### src/rtl/uart_rx_ctrl_if.sv
// Serial-side and status signals between the UART RX controller and its surroundings.
// The slave modport is the controller's view; the master modport is the line/CPU side.
interface uart_rx_ctrl_if;
   logic Rx;
   logic clr_frm_err;
   logic rx_sync;
   logic shift;
   logic load_buffer;
   logic busy;
   logic framing_err;

   modport master (
      output Rx,
      output clr_frm_err,
      input  rx_sync,
      input  shift,
      input  load_buffer,
      input  busy,
      input  framing_err
   );

   modport slave (
      input  Rx,
      input  clr_frm_err,
      output rx_sync,
      output shift,
      output load_buffer,
      output busy,
      output framing_err
   );
endinterface

### src/rtl/uart_rx_ctrl.sv
// UART receive timing/control FSM: synchronises Rx, finds the start bit and issues
// mid-bit shift / load_buffer strobes to the downstream 8-bit shift/buffer register.
module uart_rx_ctrl #(
   parameter int CLKS_PER_BIT = 434,
   parameter int DATA_BITS    = 8
) (
   input  logic          CLOCK,
   input  logic          reset,
   uart_rx_ctrl_if.slave bus
);
   localparam int CW = $clog2(CLKS_PER_BIT);
   localparam logic [CW-1:0] BIT_TERM  = CW'(CLKS_PER_BIT - 1);
   localparam logic [CW-1:0] HALF_TERM = CW'(CLKS_PER_BIT / 2 - 1);
   localparam logic [CW-1:0] CNT_ZERO  = {CW{1'b0}};
   localparam logic [CW-1:0] CNT_ONE   = {{(CW-1){1'b0}}, 1'b1};
   localparam logic [2:0]    LAST_IDX  = 3'(DATA_BITS - 1);

   typedef enum logic [1:0] {
      IDLE  = 2'd0,
      START = 2'd1,
      DATA  = 2'd2,
      STOP  = 2'd3
   } state_t;

   logic          sync_a_r;
   logic          sync_b_r;
   state_t        state_r;
   state_t        state_s;
   logic [CW-1:0] cnt_r;
   logic [CW-1:0] cnt_s;
   logic [2:0]    idx_r;
   logic [2:0]    idx_s;
   logic          shift_r;
   logic          shift_s;
   logic          load_r;
   logic          load_s;
   logic          busy_r;
   logic          ferr_r;
   logic          ferr_set_s;

   // Two-flop synchroniser on the raw line; reset to the idle (high) level.
   always_ff @(posedge CLOCK) begin
      if (reset) begin
         sync_a_r <= 1'b1;
         sync_b_r <= 1'b1;
      end else begin
         sync_a_r <= bus.Rx;
         sync_b_r <= sync_a_r;
      end
   end

   // Next-state, counter and strobe decode; every decision looks at the synchronised bit.
   always_comb begin
      state_s    = state_r;
      cnt_s      = cnt_r;
      idx_s      = idx_r;
      shift_s    = 1'b0;
      load_s     = 1'b0;
      ferr_set_s = 1'b0;
      case (state_r)
         IDLE: begin
            cnt_s = CNT_ZERO;
            idx_s = 3'd0;
            if (!sync_b_r) begin
               state_s = START;
            end else begin
               state_s = IDLE;
            end
         end
         START: begin
            // A start bit that is high again at its midpoint was only a glitch.
            if (cnt_r == HALF_TERM) begin
               cnt_s = CNT_ZERO;
               if (!sync_b_r) begin
                  state_s = DATA;
               end else begin
                  state_s = IDLE;
               end
            end else begin
               cnt_s = cnt_r + CNT_ONE;
            end
         end
         DATA: begin
            if (cnt_r == BIT_TERM) begin
               shift_s = 1'b1;
               cnt_s   = CNT_ZERO;
               idx_s   = idx_r + 3'd1;
               if (idx_r == LAST_IDX) begin
                  state_s = STOP;
               end else begin
                  state_s = DATA;
               end
            end else begin
               cnt_s = cnt_r + CNT_ONE;
            end
         end
         STOP: begin
            if (cnt_r == BIT_TERM) begin
               cnt_s   = CNT_ZERO;
               state_s = IDLE;
               if (sync_b_r) begin
                  load_s = 1'b1;
               end else begin
                  ferr_set_s = 1'b1;
               end
            end else begin
               cnt_s = cnt_r + CNT_ONE;
            end
         end
         default: begin
            state_s = IDLE;
            cnt_s   = CNT_ZERO;
            idx_s   = 3'd0;
         end
      endcase
   end

   // State, counters and registered outputs; a set of framing_err beats a same-cycle clear.
   always_ff @(posedge CLOCK) begin
      if (reset) begin
         state_r <= IDLE;
         cnt_r   <= CNT_ZERO;
         idx_r   <= 3'd0;
         shift_r <= 1'b0;
         load_r  <= 1'b0;
         busy_r  <= 1'b0;
         ferr_r  <= 1'b0;
      end else begin
         state_r <= state_s;
         cnt_r   <= cnt_s;
         idx_r   <= idx_s;
         shift_r <= shift_s;
         load_r  <= load_s;
         busy_r  <= (state_s != IDLE);
         if (ferr_set_s) begin
            ferr_r <= 1'b1;
         end else if (bus.clr_frm_err) begin
            ferr_r <= 1'b0;
         end else begin
            ferr_r <= ferr_r;
         end
      end
   end

   assign bus.rx_sync     = sync_b_r;
   assign bus.shift       = shift_r;
   assign bus.load_buffer = load_r;
   assign bus.busy        = busy_r;
   assign bus.framing_err = ferr_r;
endmodule

### src/flat_wrapper.sv
// flat-port wrapper written by rule: the top's interface ports become plain ports
module uart_rx_ctrl_flat 
#(
   parameter int CLKS_PER_BIT = 434,
   parameter int DATA_BITS    = 8
)
  (CLOCK, reset, bus_Rx, bus_clr_frm_err, bus_rx_sync, bus_shift, bus_load_buffer, bus_busy, bus_framing_err);
  uart_rx_ctrl_if bus_i ();
  input  logic CLOCK;
  input  logic reset;
  input wire logic [$bits(bus_i.Rx)-1:0] bus_Rx;
  input wire logic [$bits(bus_i.clr_frm_err)-1:0] bus_clr_frm_err;
  output wire logic [$bits(bus_i.rx_sync)-1:0] bus_rx_sync;
  output wire logic [$bits(bus_i.shift)-1:0] bus_shift;
  output wire logic [$bits(bus_i.load_buffer)-1:0] bus_load_buffer;
  output wire logic [$bits(bus_i.busy)-1:0] bus_busy;
  output wire logic [$bits(bus_i.framing_err)-1:0] bus_framing_err;
  assign bus_i.Rx = bus_Rx;
  assign bus_i.clr_frm_err = bus_clr_frm_err;
  assign bus_rx_sync = bus_i.rx_sync;
  assign bus_shift = bus_i.shift;
  assign bus_load_buffer = bus_i.load_buffer;
  assign bus_busy = bus_i.busy;
  assign bus_framing_err = bus_i.framing_err;
  uart_rx_ctrl #(.CLKS_PER_BIT(CLKS_PER_BIT), .DATA_BITS(DATA_BITS)) u_core (.CLOCK(CLOCK), .reset(reset), .bus(bus_i));
endmodule
### config.mk
export PLATFORM = sky130hd
export DESIGN_NAME = uart_rx_ctrl_flat
export DESIGN_NICKNAME = d
export VERILOG_FILES = /design/src/rtl/uart_rx_ctrl_if.sv /design/src/rtl/uart_rx_ctrl.sv /design/src/flat_wrapper.sv
export SDC_FILE = /design/constraint.sdc
export NUM_CORES = 1
export LEC_CHECK = 0
export ABC_AREA = 1
export CORE_UTILIZATION = 45
export DETAILED_ROUTE_END_ITERATION = 12
export PLACE_DENSITY = 0.68
export SLEW_MARGIN = 10
export SYNTH_ARGS = -nofsm -noshare
export SYNTH_HDL_FRONTEND = slang
export SYNTH_SLANG_ARGS = --single-unit
### constraint.sdc
create_clock -name CLOCK -period 1.1 [get_ports CLOCK]
set_input_delay 0.11 -clock CLOCK [delete_from_list [all_inputs] [get_ports CLOCK]]
set_output_delay 0.11 -clock CLOCK [all_outputs]
set_load 0.03 [all_outputs]
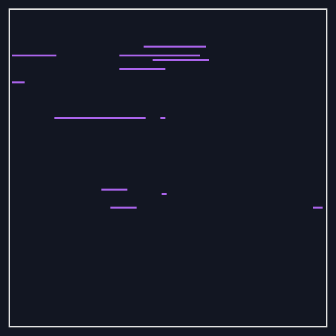
Fig. 1. Signal wires on met3 (run 1).
The layer holds 3.2% of the routed length. 9 nets have wire on it.

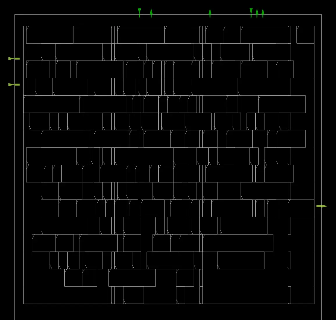
Fig. 2. Placed standard cells (run 1).
core area: 1980 um2
sequential cell area share: 29.9%

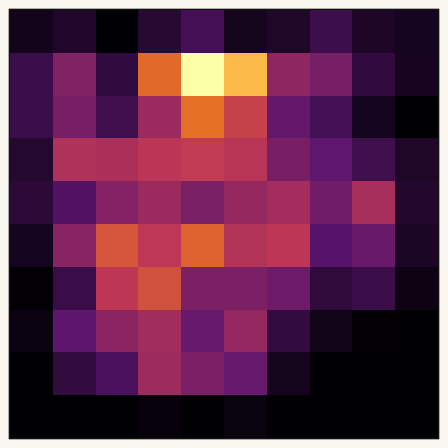
Fig. 3. Signal metal coverage by tile (run 1).
10 x 10 tiles, from black (low) to pale yellow (high), scaled to the fullest tile. Values are wire area over tile area, all layers added.
18% of the tiles are nearly empty. The mean over all tiles is 0.14. 10% of the tiles are over half the peak.

==> job_summary.md, run 1 <==
### Metrics collected by this job

| Metric | Value |
|---|---|
| Hold_sp | `bus_Rx` |
| Finish-stage setup viols | `16` |
| Post-synthesis mux area share | `0%` |
| First-pass GRT wire length | `3060 um` |
| Critical path's largest stage delay | `between 0.3 and 0.4 ns` |
| Status | `complete, but fails checks` |
| Number of CTS-inserted buffers | `3` |
| Routed len/inst | `11.2 um` |
| Layout cells sized above 1 | `between 40% and 50%` |
| Number of remaining DRC errors | `0` |
| Final Instance Area | `between 1000 and 1500 um2` |
| Basic Gates by Area | `between 30% and 40%` |
| Worst hold margin | `0.354 ns` |
| Hold WC Path Type | `in -> reg` |
| Post-synth seq share | `around two fifths` |
| Clock Tree Buf Depth | `2` |
| Failing checks | `setup timing` |
| GRT overflow | `0` |
| Placer Congestion | `just over 0.8` |
| Cell Chain, Critical Path | `inv_2, ha_2, nand2_1, nor2_2, nand2_1, nand2_2, nand2_4, nand2_4, nor3_4` |
| Pins over their slew limit | `0` |
| FF-to-FF Start | `u_core.cnt_r[0]` |
| XOR-XNOR Cells, Area Fraction | `between 4 and 5%` |
| Vias per cell | `4.74` |
| Post-cts sizing count | `20` |
| Critical path class | `reg -> reg` |
| Clk ins delay skew pair | `around 0.31 ns` |
| Skew final | `about 0.0044 ns` |
| FFs w/ async S/R, synth | `0%` |
| Post-synth top area cell | `dfxtp_1` |
| Setup WS post-layout | `-0.120 ns` |
| Internal power | `1120 uW` |
| Sequential power share | `between 50% and 60%` |
| Top Ports | `9` |
| Worst Setup EP | `u_core.cnt_r[5]` |
| R2r endpoint | `u_core.cnt_r[5]` |
| Crit path launch type | `register` |
| P_leak | `between 0.0006 and 0.0007 uW` |
[run 1: worst register-to-register path, stage by stage, from the launching register on]
cell,delay [ns]
dfxtp_4,0.39
inv_2,0.05
ha_2,0.15
nand2_1,0.05
nor2_2,0.09
nand2_1,0.07
nand2_2,0.09
nand2_4,0.08
nand2_4,0.10
nor3_4,0.04
[run 1: final cells by class]
cell class / instances / area (um2)
Clock inverter: 1 / 30.0
Fill cell: 162 / 616
Sequential cell: 20 / 408
Timing Repair Buffer: 28 / 223
Inverter: 17 / 63.8
Clock buffer: 3 / 22.5
Multi-Input combinational cell: 88 / 586
Tap cell: 27 / 33.8
[run 1: per-layer routing]
metal  track usage, %  vias up  share of wire (%)
li1                 -      450                  -
met1             22.6      402                 44
met2             33.8       16                 51
met3             4.53        5                3.2
met4             8.33        0                1.4
met5                0        -                  0
Fig. 4: run 1, sequential cells grouped by signal name
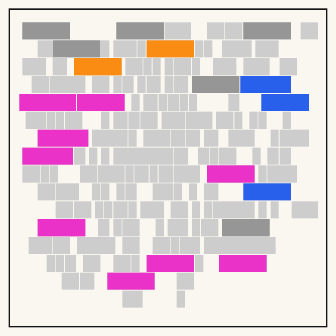

--- run 2 (diff from run 1) ---
--- a/config.mk
+++ b/config.mk
@@ -6,10 +6,12 @@
 export NUM_CORES = 1
 export LEC_CHECK = 0
 export ABC_AREA = 1
+export CORE_MARGIN = 8
 export CORE_UTILIZATION = 45
 export DETAILED_ROUTE_END_ITERATION = 12
 export PLACE_DENSITY = 0.68
-export SLEW_MARGIN = 10
+export SKIP_CTS_REPAIR_TIMING = 1
+export SLEW_MARGIN = 20
 export SYNTH_ARGS = -nofsm -noshare
 export SYNTH_HDL_FRONTEND = slang
 export SYNTH_SLANG_ARGS = --single-unit
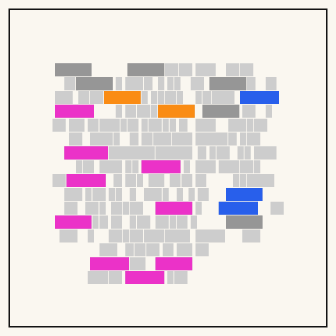
Fig. 5. Sequential cells grouped by signal name (run 2).
u_core.idx_r: in blue, sequential cells 3. u_core.state_r: in orange, sequential cells 2. u_core.cnt_r: in magenta, sequential cells 9.
FF/Latch Area: 413 um2
sequential power: 731 uW

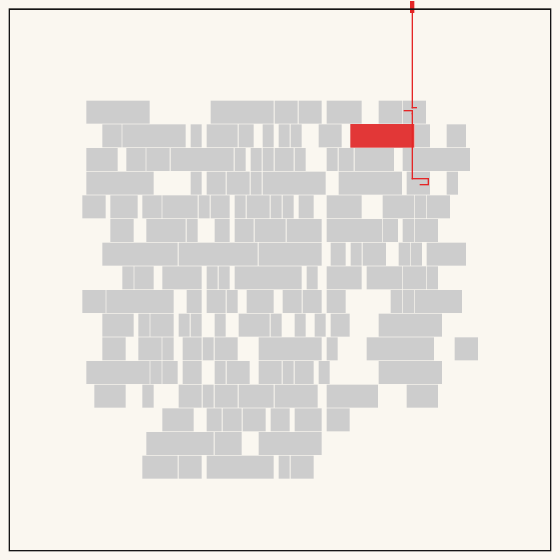
Fig. 6. Wires at chosen ports, followed through buffers (run 2).
bus_framing_err: in red, bits 1, direction output, edge top, end cells 1, buffers 1, wire 23.6 um.
Top Ports: 9
PortBufs: 8

==> run 2 against run 1 <==
Register-to-register slack got worse by 0.04 ns; hold slack better by 0.0096 ns; the run still ends with setup timing left; via count shrank 3.0%; routed wire length increased by 1.5%; sequential share of layout area is essentially flat; cell count is 0.54% lower.
==> job_summary.md, run 2 <==
### Metrics collected by this job

| Metric | Value |
|---|---|
| Status | `complete, but fails checks` |
| Failing checks | `setup timing` |
| Hold WC Path Type | `in -> reg` |
| Clock buf count | `4` |
| Routed len/inst | `roughly 11 um` |
| Detail Route met2 WL | `between 1000 and 1500 um` |
| Routed wl met3 | `approximately 65 um` |
| Clock root cell | `clkbuf_4` |
| P_leak | `~0.00060 uW` |
| Placer Congestion | `0.798` |
| Mapped Nets | `133` |
| RSZ-0062 raised after global routing | `yes` |
| Yosys stat chip area | `~950 um2` |
| Clk ins delay skew pair | `0.30 ns` |
| Met2 Track Usage GR | `a little under a fifth` |
| Tot GR Track Use | `between 10% and 20%` |
| DRT met1 WL | `about 940 um` |
| Core area | `roughly 2000 um2` |
| FF-to-FF Start | `u_core.cnt_r[0]` |
| Buffers excl. clock | `27` |
| Mi-comb count | `between 80 and 90` |
| Worst-path maximum fanout | `5` |
| Syn_area_per_cell | `slightly below 8 um2` |
| Setup WS post-layout | `-0.157 ns` |
| First-pass GRT wire length | `~3100 um` |
| Largest net degree at the start of global routing | `12` |
| GRT Max-Usage Layer | `met2` |
| Clock network fraction of design power | `between 30% and 40%` |
| Layout cells sized above 1 | `about 50%` |
| Sequential cell area share | `between 20 and 30%` |
| Post-synth top area cell | `dfxtp_1` |
| Synth top cell by count | `nand2_1` |
| Hold_sp | `bus_Rx` |
| Post-synth seq share | `around two fifths` |
| Top cells, area | `dfxtp_1, nand2_1, nor2_1` |
| Placed wire-length estimate | `between 1000 and 1500 um` |
| Number of CTS-inserted buffers | `3` |
| Placed instance area | `around 1200 um2` |
| Die Area | `slightly below 4000 um2` |
| Sequential power share | `between 60% and 70%` |
| GRT overflow | `0` |
| Dominant kind of cell by area | `combinational gates` |
| Worst hold margin | `roughly 0.36 ns` |
| Comb pwr | `between 50 and 60 uW` |
| Crit path launch type | `register` |
| Tap cell count | `27` |
| Initial antenna violation count | `0` |
| CP Capture Type | `register` |
| Tool warnings | `30` |
| ANT nets after route | `0` |
| Critical path's largest stage delay | `approximately 0.4 ns` |
| Vias in the first global route | `787` |
| Flop Count | `20` |
| Combinational share of cell area | `roughly 45%` |
| FFs w/ async S/R, synth | `0%` |
| Vias per cell | `4.63` |
| Met3 Track Usage GR | `under 10%` |
| Final Instance Area | `between 1000 and 1500 um2` |
| Skew final | `about 0.00062 ns` |
| Cell Chain, Critical Path | `inv_1, ha_1, nand2_1, nor2_2, nand2_1, nand2_2, nand2_4, nand2_4, nor3_2` |
| Achievable Freq | `796 MHz` |
| Fin util | `69.8%` |
| Fill count | `~160` |
| Signal buf overhead | `between 10% and 20%` |
| Clock Tree Buf Depth | `2` |
| Met1 track demand over resource | `12.5%` |
| Inverters | `17` |
| H-Tree Depth | `1` |
| Highest Signal Layer | `met4` |
| Pins over their slew limit | `0` |
| Number of remaining DRC errors | `0` |
| Critical path class | `reg -> reg` |
| Clk cell area share | `roughly 2.6%` |
| Finish-stage setup viols | `16` |
| Logic area | `around 630 um2` |
| Internal power | `roughly 960 uW` |
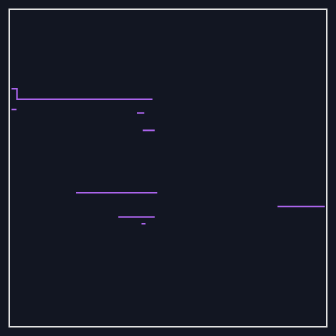
Fig. 7. Signal wires on met3 (run 2).
The longest straight run is 26.4 um. The layer holds 3.1% of the routed length. The wires run mostly horizontal.
Post-Route WL: 2100 um
via count: 847

## run 2: cell counts after synthesis
Identical to the previous run, type by type.
## run 2: cell families after synthesis
kind of cell | after synthesis | share of synthesized area, %
buffers and inverters | 17 | 6.68
XOR/XNOR | 5 | 4.59
AND-OR/OR-AND | 3 | 2.36
AND/OR/NAND/NOR | 74 | 37.9
flip-flops | 20 | 41.9
adder cells (fa/ha/maj) | 5 | 6.55
## run 2: path summary, 6_finish.rpt
check                       endpoint  cells after the start
setup / recovery     u_core.cnt_r[5]                      9
hold / removal       u_core.sync_a_r                      2
setup reg to reg     u_core.cnt_r[5]                      9
hold reg to reg   u_core.bus.rx_sync                      1
Fig. 8: run 2, signal metal coverage by tile
12 x 12 tiles, from black (low) to pale yellow (high), scaled to the fullest tile. Values are wire area over tile area, all layers added.
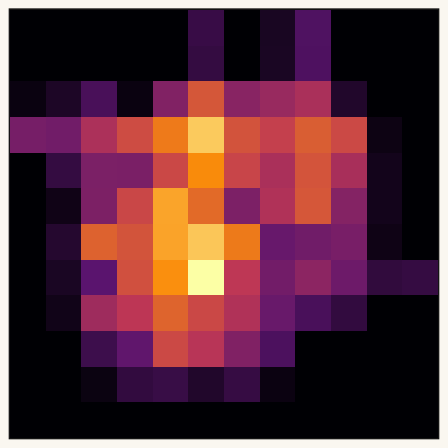

--- run 3 (diff from run 2) ---
--- a/config.mk
+++ b/config.mk
@@ -9,6 +9,7 @@
 export CORE_MARGIN = 8
 export CORE_UTILIZATION = 45
 export DETAILED_ROUTE_END_ITERATION = 12
+export GPL_TIMING_DRIVEN = 0
 export PLACE_DENSITY = 0.68
 export SKIP_CTS_REPAIR_TIMING = 1
 export SLEW_MARGIN = 20
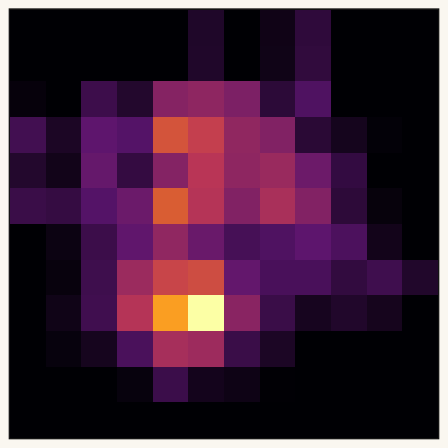
Fig. 9. Signal metal coverage by tile (run 3).
12 x 12 tiles, from black (low) to pale yellow (high), scaled to the fullest tile. Values are wire area over tile area, all layers added.
The fullest tile reaches 0.60. 4.9% of the tiles are over half the peak. The emptiest ninth of the die: bottom right. The densest ninth of the die: middle. 41% of the tiles are nearly empty. The mean over all tiles is 0.086.

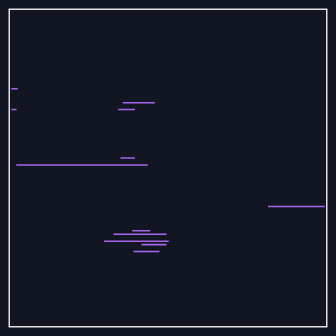
Fig. 10. Signal wires on met3 (run 3).
9 nets have wire on it. The layer holds 4.0% of the routed length.

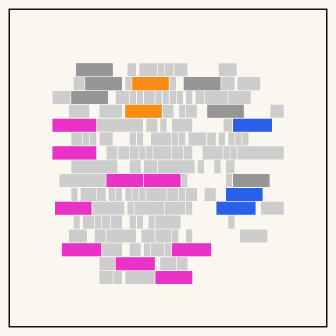
Fig. 11. Sequential cells grouped by signal name (run 3).
u_core.cnt_r: in magenta, sequential cells 9. u_core.state_r: in orange, sequential cells 2. u_core.idx_r: in blue, sequential cells 3.
FF/Latch Area: 414 um2
sequential cell area share: 31.4%
fin util: 66.5%
sequential power: 728 uW

==> run 3 against run 2 <==
The run still ends with setup timing left; clock power rose by 1%; utilization down 3.2 points; fmax fell by 2.2%; die area unchanged; register-to-register slack worse by 0.03 ns; critical path type unchanged; routed wire length is 0.72% higher; power is 0.46% lower; highest routed layer unchanged; first-iteration DRC count increased to 3.3 times the previous value; count of clock-buffer cells in the layout did not move; combinational power down 16%; non-clock buffer count decreased by 16; clock skew is 0.00066 ns higher; largest power group unchanged.
==> job_summary.md, run 3 <==
### Metrics collected by this job

| Metric | Value |
|---|---|
| Post-Route WL | `approximately 2100 um` |
| Crit path launch type | `register` |
| Worst-path maximum fanout | `5` |
| Status | `complete, but fails checks` |
| Vias in the first global route | `between 700 and 800` |
| Met2 Track Usage GR | `~18%` |
| Met1 track demand over resource | `10.9%` |
| Comb pwr | `approximately 48 uW` |
| Setup WS post-layout | `-0.185 ns` |
| Clock Tree Buf Depth | `2` |
| FFs w/ async S/R, synth | `0%` |
| Number of remaining DRC errors | `0` |
| Routed wl met3 | `84 um` |
| Finish-stage setup viols | `18` |
| Placed instance area | `around 1100 um2` |
| Highest Signal Layer | `met4` |
| RSZ-0062 raised after global routing | `yes` |
| GRT overflow | `0` |
| Hold WC Path Type | `in -> reg` |
| XOR-XNOR Cells, Area Fraction | `between 4 and 5%` |
| Yosys stat chip area | `around 950 um2` |
| Tot GR Track Use | `between 10% and 20%` |
| Placed wire-length estimate | `about 1300 um` |
| Failing checks | `setup timing` |
| Via count | `between 800 and 900` |
| Post-synth seq share | `about two fifths` |
| PortBufs | `8` |
| Core area | `1980 um2` |
| Synth logic family | `simple AND/OR/NAND/NOR gates` |
| Vias per cell | `between 4 and 5` |
| Post-synth top area cell | `dfxtp_1` |
| Cell Chain, Critical Path | `inv_4, ha_4, nand2_2, nor2_2, nand2_1, nand2_2, nand2_4, nand2_8, nor3_4` |
| Critical path's largest stage delay | `0.38 ns` |
| Placer Congestion | `around 0.80` |
| Mapped Nets | `~130` |
| Layout cells sized above 1 | `approximately 39%` |
| Met3 Track Usage GR | `roughly 2.5%` |
| GRT Max-Usage Layer | `met2` |
| Internal power | `roughly 950 uW` |
| Tool warnings | `30` |
| ANT nets after route | `0` |
| Pins over their slew limit | `0` |
| Basic Gates by Area | `between 30% and 40%` |
| Clock root cell | `clkbuf_4` |
| DRT met1 WL | `between 800 and 900 um` |
| Top cells, area | `dfxtp_1, nand2_1, nor2_1` |
| Logic area | `656 um2` |
| Clock network fraction of design power | `35.7%` |
| Syn_area_per_cell | `between 7 and 8 um2` |
| Sequential power share | `~60%` |
| Skew final | `about 0.0013 ns` |
| Synth top cell by count | `nand2_1` |
| Routed len/inst | `12.6 um` |
| Top Ports | `9` |
run 3: cell type report:
type	count	area share (%)
timing repair buffer	11	8.35
sequential	20	31.4
multi-input combinational	88	49.7
clock buffer	4	2.75
tap	27	2.56
inverter	17	5.22
run 3: cells by family (layout without fill, tap and decap cells):
kind of cell	after synthesis	in the layout
buffers and inverters	17	32
XOR/XNOR	5	5
AND-OR/OR-AND	3	3
adder cells (fa/ha/maj)	5	5
AND/OR/NAND/NOR	74	75
flip-flops	20	20
run 3: worst paths after layout:
check,to,start,cells past startpoint
setup / recovery,u_core.cnt_r[5],u_core.cnt_r[1],9
hold / removal,u_core.sync_a_r,bus_Rx,2
setup reg to reg,u_core.cnt_r[5],u_core.cnt_r[1],9
hold reg to reg,u_core.bus.rx_sync,u_core.sync_a_r,1
No activity file was given, so power comes from the tool's default toggle rates.
